$ cat src/rtl/ofmd_rd_ctrl.sv
// OFMD readout controller: walks SRAM addresses 0..N-1 and streams the returned pixels
// through a 2-entry FIFO. out_valid/out_ready: a beat transfers on a clock edge where both are high.
module ofmd_rd_ctrl #(
   parameter int WIDTH      = 6,
   parameter int DATA_W     = 16,
   parameter int OFMD1_SIZE = 36,
   parameter int OFMD2_SIZE = 16
) (
   input  logic              clk,
   input  logic              rst,
   input  logic              start,
   input  logic              is_5x5,
   output logic              busy,
   output logic              sram_rd_en,
   output logic [WIDTH-1:0]  sram_rd_addr,
   input  logic [DATA_W-1:0] sram_rd_data,
   output logic              out_valid,
   input  logic              out_ready,
   output logic [DATA_W-1:0] out_data,
   output logic              out_last,
   output logic              done,
   output logic [1:0]        o_dbg_state
);

   // One extra bit so a size of exactly 2**WIDTH still fits the counters.
   localparam int CW = WIDTH + 1;
   localparam logic [CW-1:0] SZ1 = CW'(OFMD1_SIZE);
   localparam logic [CW-1:0] SZ2 = CW'(OFMD2_SIZE);
   localparam logic [CW-1:0] ONE = CW'(1);

   typedef enum logic [1:0] {IDLE, RUN, DRAIN, FIN} state_t;

   state_t              r_state;
   state_t              w_next;
   logic [CW-1:0]       r_size;
   logic [CW-1:0]       r_issue_cnt;
   logic [CW-1:0]       r_out_cnt;
   logic [WIDTH-1:0]    r_rd_addr;
   logic                r_inflight;
   logic [DATA_W-1:0]   r_mem [2];
   logic                r_wr_ptr;
   logic                r_rd_ptr;
   logic [1:0]          r_count;

   logic                w_start_ok;
   logic                w_pop;
   logic                w_push;
   logic                w_rd_en;
   logic                w_last_issue;
   logic                w_last_head;
   logic [2:0]          w_credit;

   assign w_start_ok   = (r_state == IDLE) && start;
   assign out_valid    = (r_count != 2'd0);
   assign w_pop        = out_valid && out_ready;
   assign w_push       = r_inflight;
   assign w_credit     = {1'b0, r_count} + {2'b00, r_inflight};
   // A pop this cycle frees the slot that a read issued now will fill next cycle.
   assign w_rd_en      = (r_state == RUN) && ((w_credit < 3'd2) || w_pop);
   assign w_last_issue = w_rd_en && (r_issue_cnt == (r_size - ONE));
   assign w_last_head  = out_valid && (r_out_cnt == (r_size - ONE));

   assign sram_rd_en   = w_rd_en;
   assign sram_rd_addr = w_rd_en ? r_issue_cnt[WIDTH-1:0] : r_rd_addr;
   assign out_data     = r_mem[r_rd_ptr];
   assign out_last     = w_last_head;
   assign done         = (r_state == FIN);
   assign busy         = (r_state != IDLE);
   assign o_dbg_state  = r_state;

   always_comb begin
      w_next = r_state;
      case (r_state)
         IDLE:    if (start) w_next = RUN;
         RUN:     if (w_last_issue) w_next = DRAIN;
         DRAIN:   if (w_pop && w_last_head) w_next = FIN;
         FIN:     w_next = IDLE;
         default: w_next = IDLE;
      endcase
   end

   always_ff @(posedge clk) begin
      if (!rst) begin
         r_state     <= IDLE;
         r_size      <= SZ1;
         r_issue_cnt <= '0;
         r_out_cnt   <= '0;
         r_rd_addr   <= '0;
         r_inflight  <= 1'b0;
         r_mem[0]    <= '0;
         r_mem[1]    <= '0;
         r_wr_ptr    <= 1'b0;
         r_rd_ptr    <= 1'b0;
         r_count     <= 2'd0;
      end else begin
         r_state    <= w_next;
         r_inflight <= w_rd_en;
         if (w_start_ok) begin
            r_size      <= is_5x5 ? SZ2 : SZ1;
            r_issue_cnt <= '0;
            r_out_cnt   <= '0;
         end else begin
            if (w_rd_en) r_issue_cnt <= r_issue_cnt + ONE;
            if (w_pop)   r_out_cnt   <= r_out_cnt + ONE;
         end
         if (w_rd_en) r_rd_addr <= r_issue_cnt[WIDTH-1:0];
         if (w_push) begin
            r_mem[r_wr_ptr] <= sram_rd_data;
            r_wr_ptr        <= ~r_wr_ptr;
         end
         if (w_pop) r_rd_ptr <= ~r_rd_ptr;
         case ({w_push, w_pop})
            2'b10:   r_count <= r_count + 2'd1;
            2'b01:   r_count <= r_count - 2'd1;
            default: r_count <= r_count;
         endcase
      end
   end

endmodule

$ cat config.mk
export PLATFORM = sky130hd
export DESIGN_NAME = ofmd_rd_ctrl
export DESIGN_NICKNAME = d
export VERILOG_FILES = /design/src/rtl/ofmd_rd_ctrl.sv
export SDC_FILE = /design/constraint.sdc
export NUM_CORES = 1
export LEC_CHECK = 0
export CAP_MARGIN = 0
export CORE_ASPECT_RATIO = 0.9
export CORE_MARGIN = 8
export CORE_UTILIZATION = 43
export CTS_BUF_LIST = sky130_fd_sc_hd__clkbuf_4 sky130_fd_sc_hd__clkbuf_8
export DETAILED_ROUTE_END_ITERATION = 12
export HOLD_SLACK_MARGIN = 0.03
export PLACE_DENSITY = 0.77
export SYNTH_ARGS = -nofsm -noshare
export SYNTH_HDL_FRONTEND = slang
export SYNTH_SLANG_ARGS = --single-unit
$ cat constraint.sdc
create_clock -name clk -period 2.5 [get_ports clk]
set_input_delay 0.25 -clock clk [delete_from_list [all_inputs] [get_ports clk]]
set_output_delay 0.25 -clock clk [all_outputs]
set_load 0.005 [all_outputs]
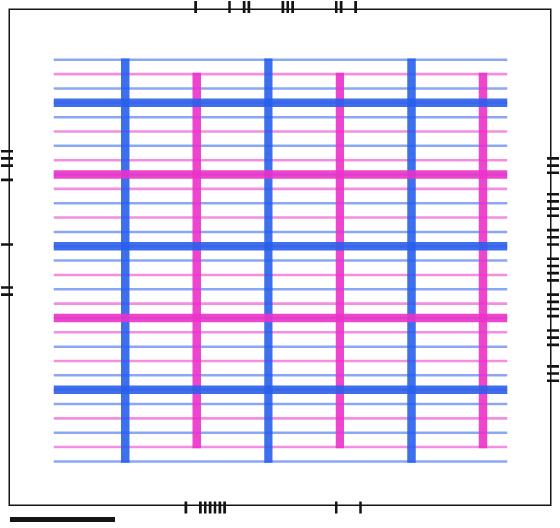
Fig. 1. Power grid (run 1).
The bar under the picture is 20 microns long. Pins as bars on the die edge.
Key: VSS = blue; VDD = magenta
6 straps on met4. 5 straps on met5. 50 signal pins sit on the boundary. The core has 28 rows.

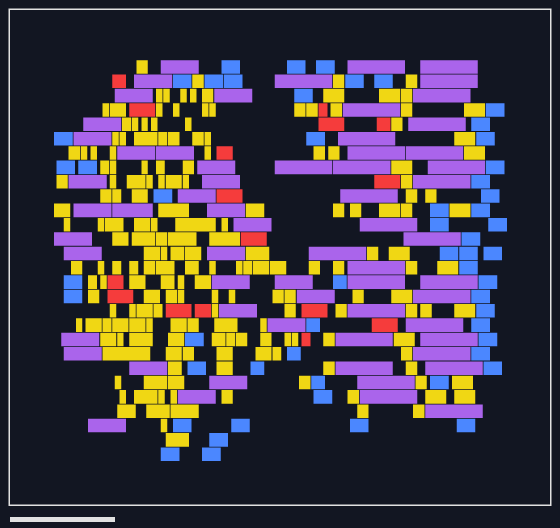
Fig. 2. Cell classes on the final placement (run 1).
The bar under the picture is 20 microns long.
Key: clock drivers and dummy loads = red [cells 16, share of their area 4.9%]; flops = purple [cells 62, share of their area 44%]; other buffers and delay cells = blue [cells 54, share of their area 15%]; combinational and other logic = yellow [cells 187, share of their area 37%]

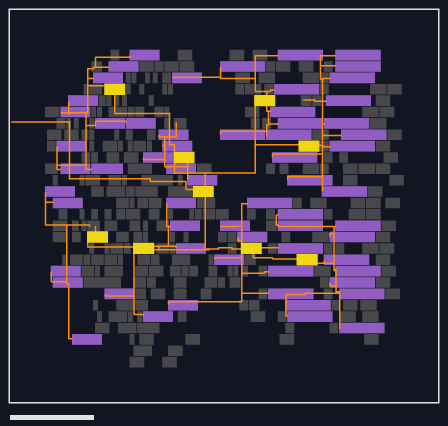
Fig. 3. Clock network drawn from the DEF (run 1).
The bar under the picture is 20 microns long.
Key: clock wires = orange [length 748 microns]; clock drivers = yellow [count 9]; flip-flops = purple [count 62]
There are 10 routed clock nets.
Post-Route Skew: 0.0121 ns
clock latency on the worst-skew pair: 0.33 ns
part of the power in the clock network: 25.7%
Clock group: 0.765 mW

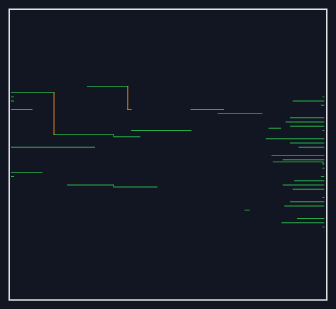
Fig. 4. Routed metal, one color a layer (run 1).
Two of the layers only.
Key: metal 4 = orange [wire length 21.1 microns]; metal 3 = green [wire length 390 microns]

==> run notes, run 1 <==
flow finished, numbers: run status complete, no violations, required time reported for the critical path endpoint roughly 2.3 ns, Global Route Usage Sum between 10% and 20%, I/O Buffers a little under 50, Worst Path Arrival ~2.1 ns, layout cells sized above 1 16.3%, startpoint types flop, fraction of registers with async set or reset after synthesis 0%, most numerous cell types in the synthesized netlist 43 x sky130_fd_sc_hd__and2_1, 32 x sky130_fd_sc_hd__edfxtp_1, 30 x sky130_fd_sc_hd__dfxtp_1, 30 x sky130_fd_sc_hd__nand2_1, 16 x sky130_fd_sc_hd__mux2_2, family with the most delay on the worst path buffers and inverters, number of gates resized after CTS 1, worst slack at placement 0.325 ns, # hold bufs at CTS 0, maximum number of pins on one net before global-route repair 18, growth of design area from synthesis to finish 27.9%, number of pins exceeding their max-slew limit in the final report 0, count of buffering cells on the critical path with inverters included 2, die x size 102 microns, Worst path slowest cell sky130_fd_sc_hd__clkdlybuf4s50_1, per-cell via count in the routed design about 4.8, cell type with the highest aggregate area in the netlist sky130_fd_sc_hd__edfxtp_1, Longest Clk Path Bufs 2, length of the first detailed-routing pass in iterations 4, number of warning messages in the logs 31, prevailing post-synth register cell sky130_fd_sc_hd__edfxtp_1, most frequent standard cell in the layout excluding fill and tap cells sky130_fd_sc_hd__clkdlybuf4s50_1, fraction of the yosys area taken by sequential cells between 50% and 60%, capturing element type of the critical path output pin, end-of-flow core utilization a little under three fifths, Root Driver sky130_fd_sc_hd__clkbuf_8, power density over the cells between 800 and 900 nW/um^2, chip area 9600 sq um, Die Y ~94 microns, nets in the synthesized netlist approximately 290, total of endpoints with negative setup slack in the final report 0, global placement routability congestion between 0.8 and 0.9, Distinct lib cells used between 40 and 50, number of instances in the synthesized netlist around 260, unrepaired setup endpoints after global routing false, number of global-route vias before repair ~1900, setup repair bufs after CTS 0, average wire length per cell after detail routing 14.0 microns, post-synth area from yosys stat between 2000 and 3000 sq um, Final Instance Area 3690 sq um, Total Neg Setup Slack 0 ns, mapped cell area around 2900 sq um, yosys cell count 257, Worst Hold Class flop to flop, # IOs 50, dpl cell area about 3500 sq um, Critical Path Fanout Max 6, grt total ovfl 0, instance count after placement with tap cells included between 300 and 400, worst voltage drop across the vdd grid about 0.43 mV, filler-free cell count of the finished design slightly above 400, Remaining DRCs 0, number of enable flip-flop cells 32, core utilization before placement between 40% and 50%, average size of a mapped cell around 11 sq um, remaining antenna violation count after routing 0, first-pass GRT wire length 9090 microns, core box area approximately 6600 sq um, top cell type's share of synthesized area between 30% and 40%, Worst Tran Pin Value 0.895 ns, CP Cell Sequence inv_1 -> ha_1 -> xnor2_1 -> nor3_2 -> and4_1 -> clkdlybuf4s50_1, net count of the finished layout roughly 350, number of clock buffers inserted by TritonCTS 9, startpoint-to-endpoint class of the critical path flop to output pin, post-layout worst setup margin ~0.12 ns, number of antenna violations at the first check in global routing 0, total wire length after detailed routing 5740 microns, Rows 28, number of sinks on the clock net roughly 62, final tally of hold violations 0, # fillers approximately 560, clock slew at reported path FFs 0.07 ns, overall via count from detail_route 1945, tally of yosys warning messages 0, Detailed Route Iter0 Violations 37, total power 2.98 mW, Largest cells by area sky130_fd_sc_hd__edfxtp_1 33%, sky130_fd_sc_hd__dfxtp_1 21%, sky130_fd_sc_hd__and2_1 9.3%, max-cap check violation count 0, clock period minus final worst setup slack between 2 and 2.5 ns, Fin Hold WS 0.505 ns, part of the cycle the worst path needs a little over nine tenths, headroom to the max-slew limit 40.1%, most common logic cells in the final layout 49 x sky130_fd_sc_hd__clkdlybuf4s50_1, 43 x sky130_fd_sc_hd__and2_1, 32 x sky130_fd_sc_hd__edfxtp_1, 30 x sky130_fd_sc_hd__nand2_1, 29 x sky130_fd_sc_hd__dfxtp_1, Max H-tree Level 3, CTS tree built, leading cell type by number of instances after synthesis sky130_fd_sc_hd__and2_1, placed wire-length estimate after detailed placement between 4000 and 5000 microns, number of synthesized register bits between 60 and 70, maximum frequency from static timing analysis 421 MHz, leakage power roughly 1.4 nW, slowest stage delay, CP about 0.52 ns, antenna diode instance count 0
-- run 1: metal layers --
layer	track usage [%]	wire [microns]
met4	4.76	21
met2	20.4	2750
met5	0	0
met3	4.74	389
met1	13.9	2570
-- run 1: kinds of logic after synthesis --
| group | synth area share (%) |
|---|---|
| AND-OR/OR-AND | 6.24 |
| XOR/XNOR | 6.06 |
| adder cells (fa/ha/maj) | 4.33 |
| buffers and inverters | 2.12 |
| flip-flops | 54.0 |
| multiplexers | 6.93 |
| AND/OR/NAND/NOR | 20.3 |
-- run 1: area by class of cell --
cell class	instances	area, sq um	area share (%)
flip-flops and latches	62	1560	42.3
inverters	8	30.0	0.813
multi-input cells	179	1290	34.8
well taps	90	113	3.05
clock buffers	11	139	3.76
repair buffers	54	528	14.3
clock inverters	5	36.3	0.982
-- run 1: sequential cells by signal (all words and copies together), names as in the netlist, named ones only --
signal       cells
r_rd_ptr         1
r_out_cnt        7
r_size           2
r_inflight       1
r_mem           32
r_count          2
r_issue_cnt      7
o_dbg_state      2
r_rd_addr        6
r_wr_ptr         1
-- run 1: report_power, final --
part	total, mW	switching, mW	internal, mW
registers	1.29	0.0899	1.20
clock network	0.765	0.382	0.383
logic	0.926	0.420	0.507
total	2.98	0.892	2.09
-- run 1: final timing paths --
check | from | end | slack (ns) | depth (start not counted)
max | r_size[2] | out_last | 0.12 | 6
min | r_issue_cnt[1] | r_issue_cnt[1] | 0.51 | 2
max reg2reg | r_size[2] | o_dbg_state[0] | 0.76 | 7
min reg2reg | r_issue_cnt[1] | r_issue_cnt[1] | 0.51 | 2
-- run 1: tightest hold or removal path: stages (launching register included) --
cell and delay (ns):
sky130_fd_sc_hd__dfxtp_1 0.34, sky130_fd_sc_hd__nand2_1 0.06, sky130_fd_sc_hd__a21oi_1 0.06
==> run 1 -> run 2 <==
- clock period: 2.5 -> 2.9 ns (I/O delays scaled with it)
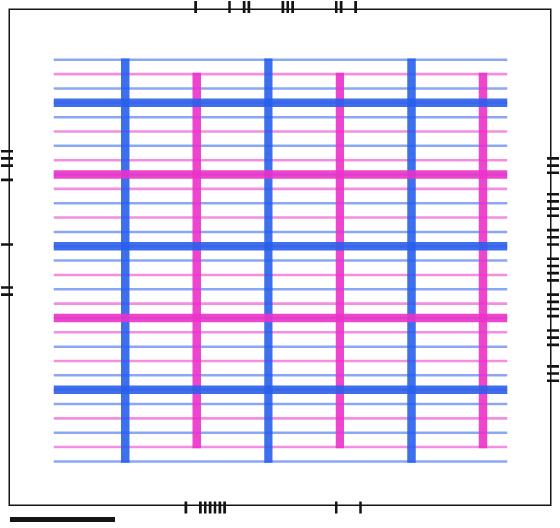
Fig. 5. Power grid (run 2).
The bar under the picture is 20 microns long. Pins as bars on the die edge.
Key: VSS = blue; VDD = magenta
29 met1 rails follow the rows. 5 straps on met5. 50 signal pins sit on the boundary.
die x size: 102 microns
core box area: 6550 sq um
worst voltage drop across the vdd grid: 0.356 mV

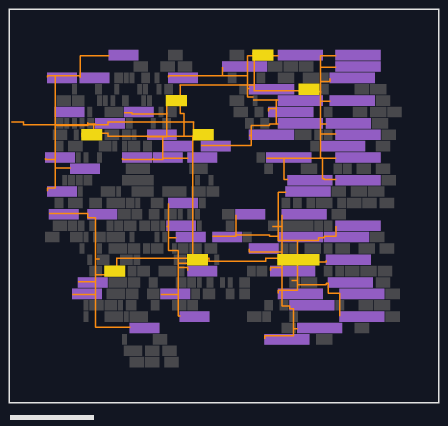
Fig. 6. Clock network drawn from the DEF (run 2).
The bar under the picture is 20 microns long.
Key: clock drivers = yellow [count 9]; flip-flops = purple [count 62]; clock wires = orange [length 758 microns]
There are 10 routed clock nets.

==> run notes, run 2 <==
flow finished, numbers: run status complete, no violations, top cell type's share of synthesized area roughly a third, net count of the finished layout approximately 340, total of endpoints with negative setup slack in the final report 0, length of the first detailed-routing pass in iterations 4, number of antenna violations at the first check in global routing 0, max-cap check violation count 0, antenna diode instance count 0, startpoint of the lowest-slack register-to-register path r_size[2], signal buffers share of area 14.1%, global placement routability congestion just under 0.8, capturing element type of the critical path output pin, final tally of hold violations 0, Global Route Usage Sum roughly 13%, comb_multi_in roughly 180, Post-Route Skew 0.00827 ns, adder and majority gate portion of the synthesized area 4.33%, number of synthesized register bits ~62, first-pass GRT wire length 9540 microns, Distinct lib cells used ~43, placed wire-length estimate after detailed placement between 4000 and 5000 microns, fraction of synthesized area in multiplexers slightly below 7%, fraction of registers with async set or reset after synthesis 0%, area share of and/or/nand/nor cells after synthesis approximately 20%, remaining antenna violation count after routing 0, Worst Tran Pin Value around 0.93 ns, clock period minus final worst setup slack ~2.5 ns, num tapcells ~90, Critical Path Fanout Max 6, Root Driver sky130_fd_sc_hd__clkbuf_8, Worst Path Arrival around 2.2 ns, XOR/XNOR Area Share 6.06%, per-cell via count in the routed design around 4.8, chip area between 9000 and 10000 sq um, Rows 28, power density over the cells slightly above 700 nW/um^2, setup repair bufs after CTS 0, Max H-tree Level 3, number of clock buffers inserted by TritonCTS 9, number of sequential storage elements between 60 and 70, dominant class by area flip-flops and latches, slowest stage delay, CP 0.51 ns, maximum number of pins on one net before global-route repair 18, fraction of area in multi-input gates between 30% and 40%, CP Cell Sequence inv_1 -> ha_1 -> xnor2_1 -> nor3_1 -> and4_1 -> clkdlybuf4s50_1, Seq. cell area 1560 sq um, average size of a mapped cell around 11 sq um, number of signal-net inverters in the final layout 8, cell type with the highest aggregate area in the netlist sky130_fd_sc_hd__edfxtp_1, I/O Buffers around 50, fraction of the yosys area taken by sequential cells ~54%, number of flip-flops in the largest register 32, core utilization before placement between 40% and 50%, register fraction of the total cell area 42.4%, part of the cycle the worst path needs between 80% and 90%, required time reported for the critical path endpoint 2.61 ns, number of warning messages in the logs 31, tally of yosys warning messages 0, number of global-route vias before repair 1979, leakage power roughly 1.4 nW, leading cell type by number of instances after synthesis sky130_fd_sc_hd__and2_1, endpoint of the worst setup timing path out_last, Remaining DRCs 0, CP Launch Point r_size[2], overall via count from detail_route 1946, register ranked first by flip-flop count r_mem, proportion of cell area spent on the clock network roughly 5.3%, number of gates resized after CTS 0, # hold bufs at CTS 0, number of sinks on the clock net approximately 62, growth of design area from synthesis to finish 27.5%, Worst Hold Class flop to flop, top flop regs r_mem (32), r_issue_cnt (7), r_out_cnt (7), mapped cell area between 2000 and 3000 sq um, capture point of the worst reg-to-reg path o_dbg_state[0], layout cells sized above 1 between 10% and 20%, Total Neg Setup Slack 0 ns, yosys cell count 257, startpoint types flop, most numerous cell types in the synthesized netlist 43 x sky130_fd_sc_hd__and2_1, 32 x sky130_fd_sc_hd__edfxtp_1, 30 x sky130_fd_sc_hd__dfxtp_1, 30 x sky130_fd_sc_hd__nand2_1, 16 x sky130_fd_sc_hd__mux2_2, Detailed Route Iter0 Violations roughly 44, headroom to the max-slew limit a little under two fifths, combinational gate area 1270 sq um, Longest Clk Path Bufs 2, clock slew at reported path FFs 0.07 ns, most common logic cells in the final layout 49 x sky130_fd_sc_hd__clkdlybuf4s50_1, 43 x sky130_fd_sc_hd__and2_1, 32 x sky130_fd_sc_hd__edfxtp_1, 30 x sky130_fd_sc_hd__nand2_1, 30 x sky130_fd_sc_hd__dfxtp_1, total power 2.62 mW
run 2: cell counts after synthesis:
No cell type changed its count.
run 2: worst min-delay path by stage:
stage / start / slack, ns / cells past startpoint / end
2_1_floorplan: r_issue_cnt[1] / 0.47 / 2 / r_issue_cnt[1]
3_3_place_gp: r_issue_cnt[1] / 0.48 / 2 / r_issue_cnt[1]
3_5_place_dp: r_issue_cnt[1] / 0.49 / 2 / r_issue_cnt[1]
4_1_cts: r_issue_cnt[1] / 0.50 / 2 / r_issue_cnt[1]
5_1_grt: r_issue_cnt[1] / 0.52 / 2 / r_issue_cnt[1]
6_report: r_issue_cnt[1] / 0.50 / 2 / r_issue_cnt[1]
run 2: worst max-delay path, delay by kind of cell (launching register included):
family | cells | cell delay, ns
and+or+nand+nor | 2 | 0.45
buffers and inverters | 2 | 0.59
DFF | 1 | 0.39
adders and majority gates | 1 | 0.34
xor gates and xnor gates | 1 | 0.13
run 2: stage by stage:
| stage | util (%) | area, sq um | std cells | worst slack (ns) |
|---|---|---|---|---|
| 2_1_floorplan | - | 2890 | 257 | 0.822 |
| 3_3_place_gp | 53.3 | 3490 | 392 | 0.666 |
| 3_5_place_dp | 53.3 | 3490 | 392 | 0.650 |
| 4_1_cts | 56.2 | 3680 | 408 | 0.357 |
| 5_1_grt | 56.2 | 3680 | 408 | 0.266 |
| 6_report | 56.2 | 3680 | 408 | 0.388 |
run 2: metal layers:
metal / global-route usage, % / share of wire [%] / routed length [microns]
met5: 0 / 0 / 0
met1: 14.0 / 45 / 2550
met2: 22.1 / 49 / 2770
met4: 3.17 / 0.63 / 36
met3: 5.78 / 5.9 / 336
run 2: power by group:
| group | internal, mW | switching (mW) |
|---|---|---|
| logic | 0.424 | 0.331 |
| registers | 1.03 | 0.0981 |
| clock network | 0.403 | 0.333 |
==> run 2 -> run 3 <==
- CTS_BUF_LIST: sky130_fd_sc_hd__clkbuf_4 sky130_fd_sc_hd__clkbuf_8 -> sky130_fd_sc_hd__clkbuf_16
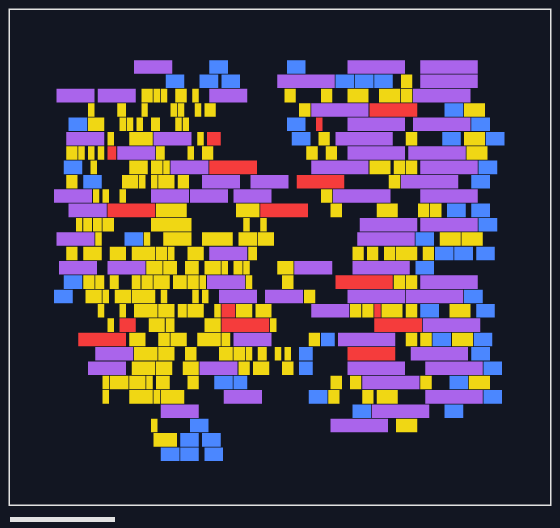
Fig. 7. Cell classes on the final placement (run 3).
The bar under the picture is 20 microns long.
Key: flops = purple [cells 62, share of their area 43%]; clock drivers and dummy loads = red [cells 16, share of their area 7.9%]; other buffers and delay cells = blue [cells 53, share of their area 14%]; combinational and other logic = yellow [cells 187, share of their area 35%]
register fraction of the total cell area: 41.3%
end-of-flow core utilization: 57.7%

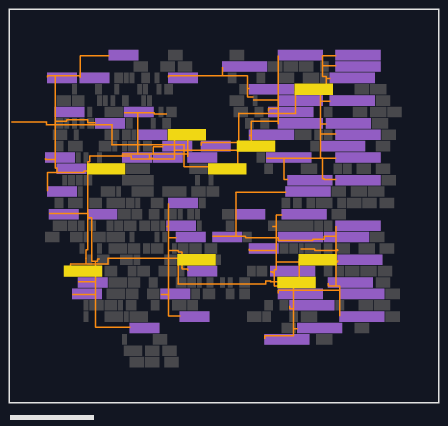
Fig. 8. Clock network drawn from the DEF (run 3).
The bar under the picture is 20 microns long.
Key: flip-flops = purple [count 62]; clock wires = orange [length 795 microns]; clock drivers = yellow [count 9]
There are 10 routed clock nets.

==> run notes, run 3 <==
flow finished, numbers: fraction of the yosys area taken by sequential cells between 50% and 60%, number of clock buffers inserted by TritonCTS 9, antenna diode instance count 0, chip area between 9000 and 10000 sq um, top flop regs r_mem (32), r_issue_cnt (7), r_out_cnt (7), first-pass GRT wire length about 9600 microns, run status complete, no violations, maximum number of pins on one net before global-route repair 18, most frequent standard cell in the layout excluding fill and tap cells sky130_fd_sc_hd__clkdlybuf4s50_1, met2 layer usage reported by global route 22.0%, Longest Clk Path Bufs 2, startpoint of the lowest-slack register-to-register path r_size[2], worst slack at placement around 0.65 ns, final tally of hold violations 0, total wire length after detailed routing ~5800 microns, per-cell via count in the routed design about 4.8, maximum frequency from static timing analysis 400 MHz, clock slew at reported path FFs roughly 0.05 ns, I/O Buffers approximately 49, startpoint types flop, Total Neg Setup Slack 0 ns, number of global-route vias before repair between 1500 and 2000, leading cell type by number of instances after synthesis sky130_fd_sc_hd__and2_1, prevailing post-synth register cell sky130_fd_sc_hd__edfxtp_1, # IOs about 50, mapped cell area approximately 2900 sq um, Global Route Usage Sum between 10% and 20%, net count of the finished layout roughly 340, post-layout worst setup margin 0.401 ns, wire length on met1 ~2600 microns, register ranked first by flip-flop count r_mem, die x size slightly above 100 microns, max-cap check violation count 0, core box area roughly 6600 sq um, Worst Hold Class flop to flop, top cell type's share of synthesized area 33.3%, setup repair bufs after CTS 0, slowest stage delay, CP 0.51 ns, startpoint-to-endpoint class of the critical path flop to output pin, clock latency on the worst-skew pair about 0.33 ns, total power around 2.9 mW, Post-Route Skew approximately 0.0099 ns, Seq. cell area between 1500 and 2000 sq um, part of the cycle the worst path needs between 80% and 90%, Root Driver sky130_fd_sc_hd__clkbuf_16, unrepaired setup endpoints after global routing false, cell type with the highest aggregate area in the netlist sky130_fd_sc_hd__edfxtp_1, GR Layer Usage met1 14.2%, family with the most delay on the worst path buffers and inverters, number of antenna violations at the first check in global routing 0, most numerous cell types in the synthesized netlist 43 x sky130_fd_sc_hd__and2_1, 32 x sky130_fd_sc_hd__edfxtp_1, 30 x sky130_fd_sc_hd__dfxtp_1, 30 x sky130_fd_sc_hd__nand2_1, 16 x sky130_fd_sc_hd__mux2_2, overall via count from detail_route between 1500 and 2000, Fin Hold WS between 0.5 and 0.6 ns, CP Cell Sequence inv_1 -> ha_1 -> xnor2_1 -> nor3_1 -> and4_1 -> clkdlybuf4s50_1, Worst Tran Pin Value 0.936 ns, Distinct lib cells used between 40 and 50, power density over the cells a little under 800 nW/um^2, Critical Path Fanout Max 6, number of sinks on the clock net just over 60, worst voltage drop across the vdd grid around 0.45 mV, global placement routability congestion about 0.78, headroom to the max-slew limit 37.3%, number of warning messages in the logs 31, placed wire-length estimate after detailed placement ~4100 microns, # hold bufs at CTS 0, average wire length per cell after detail routing between 10 and 15 microns, most common logic cells in the final layout 49 x sky130_fd_sc_hd__clkdlybuf4s50_1, 43 x sky130_fd_sc_hd__and2_1, 32 x sky130_fd_sc_hd__edfxtp_1, 30 x sky130_fd_sc_hd__nand2_1, 30 x sky130_fd_sc_hd__dfxtp_1, met2 wire length 2830 microns
## run 3: cells by family (layout without fill, tap and decap cells)
logic type | Yosys count | count (layout) | synth area share (%)
XOR/XNOR | 20 | 20 | 6.06
AND-OR/OR-AND | 22 | 22 | 6.24
adder cells (fa/ha/maj) | 10 | 10 | 4.33
flip-flops | 62 | 62 | 54.0
multiplexers | 18 | 18 | 6.93
AND/OR/NAND/NOR | 109 | 109 | 20.3
buffers and inverters | 16 | 77 | 2.12
## run 3: tightest hold or removal path, cell delays in order, from the launching register on
cell and delay [ns]:
sky130_fd_sc_hd__dfxtp_1 0.33, sky130_fd_sc_hd__nand2_1 0.07, sky130_fd_sc_hd__a21oi_1 0.05
## run 3: final timing paths
| path | depth (start not counted) | endpoint | slack, ns |
|---|---|---|---|
| hold / removal | 2 | r_issue_cnt[1] | 0.50 |
| setup reg to reg | 7 | o_dbg_state[0] | 1.09 |
| hold reg to reg | 2 | r_issue_cnt[1] | 0.50 |
| setup / recovery | 6 | out_last | 0.40 |
## run 3: through the flow
step                utilization (%)  area (sq um)
global placement               53.3          3490
global route                   57.7          3780
finish                         57.7          3780
CTS                            57.7          3780
floorplan                         -          2890
detailed placement             53.3          3490
## run 3: final cells by class
cell class	instances	share of cell area, %
clock buffer	9	5.95
clock inverter	7	1.75
inverter	8	0.794
multi-input combinational	179	33.5
sequential	62	41.3
tap	90	2.98
timing repair buffer	53	13.8
## run 3: report_power, final
| group | total, mW | internal, mW | switching (mW) |
|---|---|---|---|
| logic | 0.755 | 0.424 | 0.332 |
| clock network | 1.03 | 0.657 | 0.372 |
| registers | 1.13 | 1.04 | 0.0980 |
| total | 2.92 | 2.12 | 0.802 |
Power is estimated from default activity; no workload was simulated.
